Run 1, cell classes on the final placement:
The bar under the picture is 20 µm long.
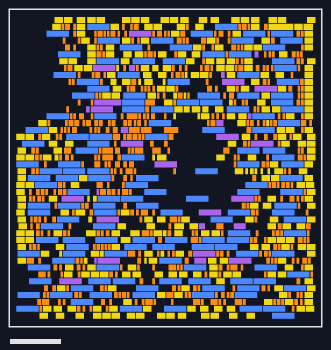
Run 1, cell placement:
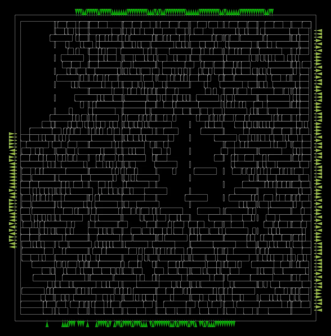
Run 1, met2 routing:
Cells faint in the background.
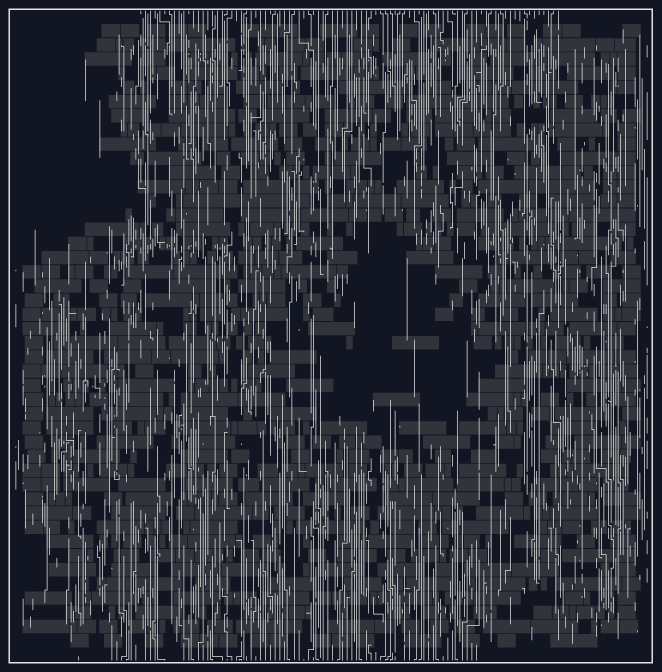
Run 1, clock network drawn from the DEF:
The bar under the picture is 20 µm long.
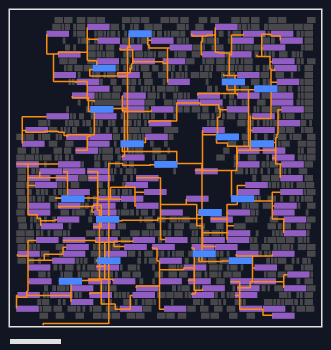
**src/rtl/mem_port_arbiter_pkg.sv**
```systemverilog
// rtl/mem_port_arbiter_pkg.sv - shared types and constants for the unified memory port arbiter
package mem_port_arbiter_pkg;

   typedef enum logic [1:0] {
      ST_IDLE    = 2'd0,
      ST_IF_BUSY = 2'd1,
      ST_DM_BUSY = 2'd2
   } state_t;

   localparam int DEFAULT_TIMEOUT = 255;

endpackage

```
**src/rtl/mem_watchdog.sv**
```systemverilog
// rtl/mem_watchdog.sv - per-access wait counter with sticky timeout flag
module mem_watchdog
   import mem_port_arbiter_pkg::*;
#(
   parameter int TIMEOUT = DEFAULT_TIMEOUT
) (
   input  logic i_clk,
   input  logic i_rst_n,
   input  logic i_busy,
   input  logic i_ready,
   output logic o_timeout,
   output logic o_err
);

   localparam int CW = $clog2(TIMEOUT + 1);
   localparam logic [CW-1:0] LAST_WAIT = CW'(TIMEOUT - 1);

   logic [CW-1:0] r_cnt;
   logic          r_err;

   // Abort on the edge that would take the count to TIMEOUT, so mem_en is high exactly TIMEOUT cycles
   assign o_timeout = i_busy && !i_ready && (r_cnt == LAST_WAIT);
   assign o_err     = r_err;

   always_ff @(posedge i_clk or negedge i_rst_n) begin
      if (!i_rst_n) begin
         r_cnt <= '0;
         r_err <= 1'b0;
      end else begin
         if (!i_busy || i_ready || o_timeout) begin
            r_cnt <= '0;
         end else begin
            r_cnt <= r_cnt + 1'b1;
         end
         if (o_timeout) begin
            r_err <= 1'b1;
         end
      end
   end

endmodule

```
**src/rtl/mem_port_arbiter.sv**
```systemverilog
// rtl/mem_port_arbiter.sv - IF/MEM arbiter and sequencer for the shared single-port memory
module mem_port_arbiter
   import mem_port_arbiter_pkg::*;
#(
   parameter int ADDR_W  = 32,
   parameter int DATA_W  = 32,
   parameter int TIMEOUT = DEFAULT_TIMEOUT
) (
   input  logic                i_clk,
   input  logic                i_rst_n,
   input  logic                i_if_req,
   input  logic [ADDR_W-1:0]   i_if_addr,
   input  logic                i_if_kill,
   output logic [DATA_W-1:0]   o_if_rdata,
   output logic                o_if_valid,
   input  logic                i_dm_req,
   input  logic                i_dm_we,
   input  logic [ADDR_W-1:0]   i_dm_addr,
   input  logic [DATA_W-1:0]   i_dm_wdata,
   input  logic [DATA_W/8-1:0] i_dm_wstrb,
   output logic [DATA_W-1:0]   o_dm_rdata,
   output logic                o_dm_valid,
   output logic                o_mem_en,
   output logic                o_mem_we,
   output logic [ADDR_W-1:0]   o_mem_addr,
   output logic [DATA_W-1:0]   o_mem_wdata,
   output logic [DATA_W/8-1:0] o_mem_wstrb,
   input  logic [DATA_W-1:0]   i_mem_rdata,
   input  logic                i_mem_ready,
   output logic                o_stall_if,
   output logic                o_stall_mem,
   output logic                o_err
);

   localparam int STRB_W = DATA_W / 8;

   state_t              r_state, w_state_nxt;
   logic                r_kill, w_kill_nxt;
   logic                r_mem_en, w_mem_en_nxt;
   logic                r_mem_we, w_mem_we_nxt;
   logic [ADDR_W-1:0]   r_mem_addr, w_mem_addr_nxt;
   logic [DATA_W-1:0]   r_mem_wdata, w_mem_wdata_nxt;
   logic [STRB_W-1:0]   r_mem_wstrb, w_mem_wstrb_nxt;
   logic [DATA_W-1:0]   r_if_rdata, w_if_rdata_nxt;
   logic [DATA_W-1:0]   r_dm_rdata, w_dm_rdata_nxt;
   logic                r_if_valid, w_if_valid_nxt;
   logic                r_dm_valid, w_dm_valid_nxt;

   logic                w_busy, w_timeout, w_done;
   logic                w_if_pend, w_dm_pend;
   logic [DATA_W-1:0]   w_bus_rdata;

   // A stage keeps its request up during its own valid cycle; that request is already served
   assign w_if_pend   = i_if_req && !r_if_valid;
   assign w_dm_pend   = i_dm_req && !r_dm_valid;
   assign w_busy      = (r_state != ST_IDLE);
   assign w_done      = i_mem_ready || w_timeout;
   assign w_bus_rdata = i_mem_ready ? i_mem_rdata : '0;

   mem_watchdog #(
      .TIMEOUT (TIMEOUT)
   ) u_watchdog (
      .i_clk     (i_clk),
      .i_rst_n   (i_rst_n),
      .i_busy    (w_busy),
      .i_ready   (i_mem_ready),
      .o_timeout (w_timeout),
      .o_err     (o_err)
   );

   always_comb begin
      w_state_nxt     = r_state;
      w_kill_nxt      = r_kill;
      w_mem_en_nxt    = r_mem_en;
      w_mem_we_nxt    = r_mem_we;
      w_mem_addr_nxt  = r_mem_addr;
      w_mem_wdata_nxt = r_mem_wdata;
      w_mem_wstrb_nxt = r_mem_wstrb;
      w_if_rdata_nxt  = r_if_rdata;
      w_dm_rdata_nxt  = r_dm_rdata;
      w_if_valid_nxt  = 1'b0;
      w_dm_valid_nxt  = 1'b0;
      case (r_state)
         ST_IDLE: begin
            w_kill_nxt = 1'b0;
            if (w_dm_pend) begin
               w_state_nxt     = ST_DM_BUSY;
               w_mem_en_nxt    = 1'b1;
               w_mem_we_nxt    = i_dm_we;
               w_mem_addr_nxt  = i_dm_addr;
               w_mem_wdata_nxt = i_dm_wdata;
               w_mem_wstrb_nxt = i_dm_we ? i_dm_wstrb : '0;
            end else if (w_if_pend && !i_if_kill) begin
               w_state_nxt     = ST_IF_BUSY;
               w_mem_en_nxt    = 1'b1;
               w_mem_we_nxt    = 1'b0;
               w_mem_addr_nxt  = i_if_addr;
               w_mem_wdata_nxt = '0;
               w_mem_wstrb_nxt = '0;
            end
         end
         ST_IF_BUSY: begin
            if (i_if_kill) begin
               w_kill_nxt = 1'b1;
            end
            if (w_done) begin
               w_state_nxt  = ST_IDLE;
               w_kill_nxt   = 1'b0;
               w_mem_en_nxt = 1'b0;
               if (!(r_kill || i_if_kill)) begin
                  w_if_valid_nxt = 1'b1;
                  w_if_rdata_nxt = w_bus_rdata;
               end
            end
         end
         ST_DM_BUSY: begin
            if (w_done) begin
               w_state_nxt     = ST_IDLE;
               w_mem_en_nxt    = 1'b0;
               w_mem_we_nxt    = 1'b0;
               w_mem_wstrb_nxt = '0;
               w_dm_valid_nxt  = 1'b1;
               if (!r_mem_we || w_timeout) begin
                  w_dm_rdata_nxt = w_bus_rdata;
               end
            end
         end
         default: begin
            w_state_nxt  = ST_IDLE;
            w_mem_en_nxt = 1'b0;
         end
      endcase
   end

   always_ff @(posedge i_clk or negedge i_rst_n) begin
      if (!i_rst_n) begin
         r_state     <= ST_IDLE;
         r_kill      <= 1'b0;
         r_mem_en    <= 1'b0;
         r_mem_we    <= 1'b0;
         r_mem_addr  <= '0;
         r_mem_wdata <= '0;
         r_mem_wstrb <= '0;
         r_if_rdata  <= '0;
         r_dm_rdata  <= '0;
         r_if_valid  <= 1'b0;
         r_dm_valid  <= 1'b0;
      end else begin
         r_state     <= w_state_nxt;
         r_kill      <= w_kill_nxt;
         r_mem_en    <= w_mem_en_nxt;
         r_mem_we    <= w_mem_we_nxt;
         r_mem_addr  <= w_mem_addr_nxt;
         r_mem_wdata <= w_mem_wdata_nxt;
         r_mem_wstrb <= w_mem_wstrb_nxt;
         r_if_rdata  <= w_if_rdata_nxt;
         r_dm_rdata  <= w_dm_rdata_nxt;
         r_if_valid  <= w_if_valid_nxt;
         r_dm_valid  <= w_dm_valid_nxt;
      end
   end

   assign o_mem_en    = r_mem_en;
   assign o_mem_we    = r_mem_we;
   assign o_mem_addr  = r_mem_addr;
   assign o_mem_wdata = r_mem_wdata;
   assign o_mem_wstrb = r_mem_wstrb;
   assign o_if_rdata  = r_if_rdata;
   assign o_if_valid  = r_if_valid;
   assign o_dm_rdata  = r_dm_rdata;
   assign o_dm_valid  = r_dm_valid;
   assign o_stall_mem = i_dm_req && !r_dm_valid;
   assign o_stall_if  = (i_if_req && !r_if_valid) || o_stall_mem;

endmodule

```
**config.mk**
```make
export PLATFORM = sky130hd
export DESIGN_NAME = mem_port_arbiter
export DESIGN_NICKNAME = d
export VERILOG_FILES = /design/src/rtl/mem_port_arbiter_pkg.sv /design/src/rtl/mem_watchdog.sv /design/src/rtl/mem_port_arbiter.sv
export SDC_FILE = /design/constraint.sdc
export NUM_CORES = 1
export LEC_CHECK = 0
export ABC_AREA = 1
export CAP_MARGIN = 5
export CORE_AREA = 2 2 121 123
export DETAILED_ROUTE_END_ITERATION = 16
export DIE_AREA = 0 0 123 125
export GPL_TIMING_DRIVEN = 0
export PLACE_DENSITY_LB_ADDON = 0.3
export SYNTH_ARGS = -nofsm -noshare
export SYNTH_HDL_FRONTEND = slang
export SYNTH_SLANG_ARGS = --single-unit
```
**constraint.sdc**
```tcl
create_clock -name i_clk -period 3.77 [get_ports i_clk]
set_input_delay 0.754 -clock i_clk [delete_from_list [all_inputs] [get_ports i_clk]]
set_output_delay 0.754 -clock i_clk [all_outputs]
set_load 0.01 [all_outputs]
```
==> results.cfg, run 1 <==
; physical design summary
[drt]
first_pass_iters = 5
drc = 0
viasPerCell = 4.97
ant_nets = 0
drt-initial-drc-count = 393

[setup_path]
critPathMaxStageDelay_ns = 0.71
r2r_cells = 7
cp.required_ns = 3.02
worstPathMaxFanout = 10
cp.depth = 5
cp_slowest_cell = clkdlybuf4s50_1

[yosys]
edf_count = 0
top_cells_by_count = nand2_1, dfrtp_1, inv_1
mux_share = 0
postSynthSeqShare = 0.601
yosys.area.top_type = dfrtp_1
synth.distinct_cells = 29
yosys-stat-cells = 673
adder_share = 0.0101
top_cell = nand2_1

[placed_design]
portBuffers = 276
placed_cell_area_um2 = 9190

[cells_and_area]
finalInstanceArea_um2 = 9730
seqCellArea_um2 = 3700
synthToLayoutAreaGrowth_pct = 57.8

[pwr]
power.internal_mw = 4.86
power.share.switching = 0.345

[global_routing]
grt_pass1_wl_mm = 29.6
busiest_layer = met2

[sta]
maxSlewHeadroom = 0.515
hold_violations = 0
fin_skew_ns = 0.0114
finalSetupViolations = 0

[outcome]
outcome = finished clean
Back to the opening pictures, 'cell classes on the final placement':
- clock drivers and dummy loads: purple (cells 30)
- sequential cells: blue (cells 148)
- remaining buffers and delay cells: yellow (cells 313)
- combinational and other logic: orange (cells 489)

Back to the opening pictures, 'cell placement':
num tapcells: 184
final design utilization: 0.685
row count: 44
Core Area: 14200 µm²

Back to the opening pictures, 'met2 routing':
- longest straight run: 49.0 µm
- wire length on this layer: 9260 µm
- main direction: vertical
- share of all routed wire: 49%
- nets with wire on the layer: 936

Back to the opening pictures, 'clock network drawn from the DEF':
- flip-flops: purple (count 148)
- clock wires: orange (length 1830 µm)
- clock drivers: blue (count 17)
- flops lie: widely spread
- routed clock nets: 18
Late-Pin Clk Latency: 0.43 ns
clock group power: 1.57 mW
clock power share: 0.212

==> run 2: changes to the inputs <==
--- a/config.mk
+++ b/config.mk
@@ -11,7 +11,7 @@
 export DETAILED_ROUTE_END_ITERATION = 16
 export DIE_AREA = 0 0 123 125
 export GPL_TIMING_DRIVEN = 0
-export PLACE_DENSITY_LB_ADDON = 0.3
+export PLACE_DENSITY = 0.92
 export SYNTH_ARGS = -nofsm -noshare
 export SYNTH_HDL_FRONTEND = slang
 export SYNTH_SLANG_ARGS = --single-unit
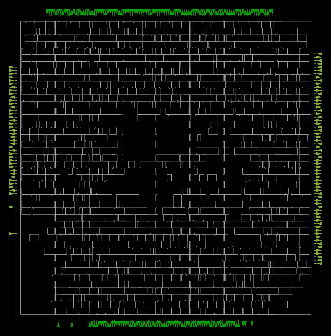
Run 2: cell placement
Seq area share: 0.378
final design utilization: 0.690
Fill cells: 1076

==> results.cfg, run 2 <==
; physical design summary
[setup_path]
critPathMaxStageDelay_ns = 0.66
cp.depth = 5
cp_slowest_cell = clkdlybuf4s50_1
r2r_cells = 5
cp.required_ns = 3.02

[pwr]
clock_power_share = 0.228
power.internal_mw = 5.04
power.share.switching = 0.339

[yosys]
top_cells_by_count = nand2_1, dfrtp_1, inv_1
postSynthSeqShare = 0.601
adder_share = 0.0101
edf_count = 0
mux_share = 0
top_cell = nand2_1
synth.distinct_cells = 29

[sta]
finalSetupViolations = 0
fin_skew_ns = 0.00526
maxSlewHeadroom = 0.621
hold_violations = 0

[drt]
drc = 0

[cells_and_area]
finalInstanceArea_um2 = 9800
synthToLayoutAreaGrowth_pct = 59.0
seqCellArea_um2 = 3700

[floorplan]
rows = 44

[clock_network]
worstSkewPairLatency_ns = 0.41

[placed_design]
placed_cell_area_um2 = 9190

[outcome]
outcome = finished clean
==> run 3: changes to the inputs <==
--- a/config.mk
+++ b/config.mk
@@ -12,6 +12,7 @@
 export DIE_AREA = 0 0 123 125
 export GPL_TIMING_DRIVEN = 0
 export PLACE_DENSITY = 0.92
+export REMOVE_ABC_BUFFERS = 1
 export SYNTH_ARGS = -nofsm -noshare
 export SYNTH_HDL_FRONTEND = slang
 export SYNTH_SLANG_ARGS = --single-unit
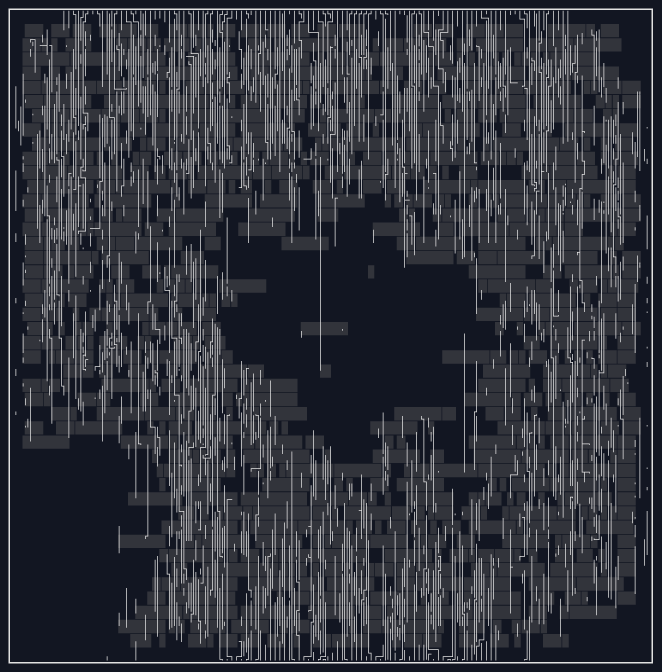
Run 3: met2 routing
Cells faint in the background.
final WL: 18.1 mm
met2 usage: 0.404

==> results.cfg, run 3 <==
; physical design summary
[yosys]
adder_share = 0.0101
yosys.area.top_type = dfrtp_1
top_cell = nand2_1
yosys-stat-cells = 673
top_cells_by_count = nand2_1, dfrtp_1, inv_1
postSynthSeqShare = 0.601
edf_count = 0

[placed_design]
placed_cell_area_um2 = 9050
place_congestion = 0.847
portBuffers = 277

[sta]
maxSlewHeadroom = 0.242
finalSetupViolations = 0
worst_slew_pin_slew_ns = 1.13
hold_violations = 0

[pwr]
power.internal_mw = 5.07
p_clk_mw = 1.81
power.share.switching = 0.334
clock_power_share = 0.238

[setup_path]
cp.required_ns = 3.02
cp_slowest_cell = clkdlybuf4s50_1
worstPathMaxFanout = 35
critPathMaxStageDelay_ns = 0.55
r2r_cells = 7
cp.depth = 6

[drt]
drc = 0
viasPerCell = 4.99
first_pass_iters = 4
drt-initial-drc-count = 359
ant_nets = 0

[cells_and_area]
synthToLayoutAreaGrowth_pct = 57.2
seq-cell-share = 0.382
fill_cells = 1035

[floorplan]
num_tap_cells = 184
rows = 44
coreArea_um2 = 14200

[clock_network]
worstSkewPairLatency_ns = 0.41

[outcome]
outcome = finished clean

[global_routing]
grt_pass1_wl_mm = 28.5
Power figures rest on the tool's default switching activity, not on a simulated workload.
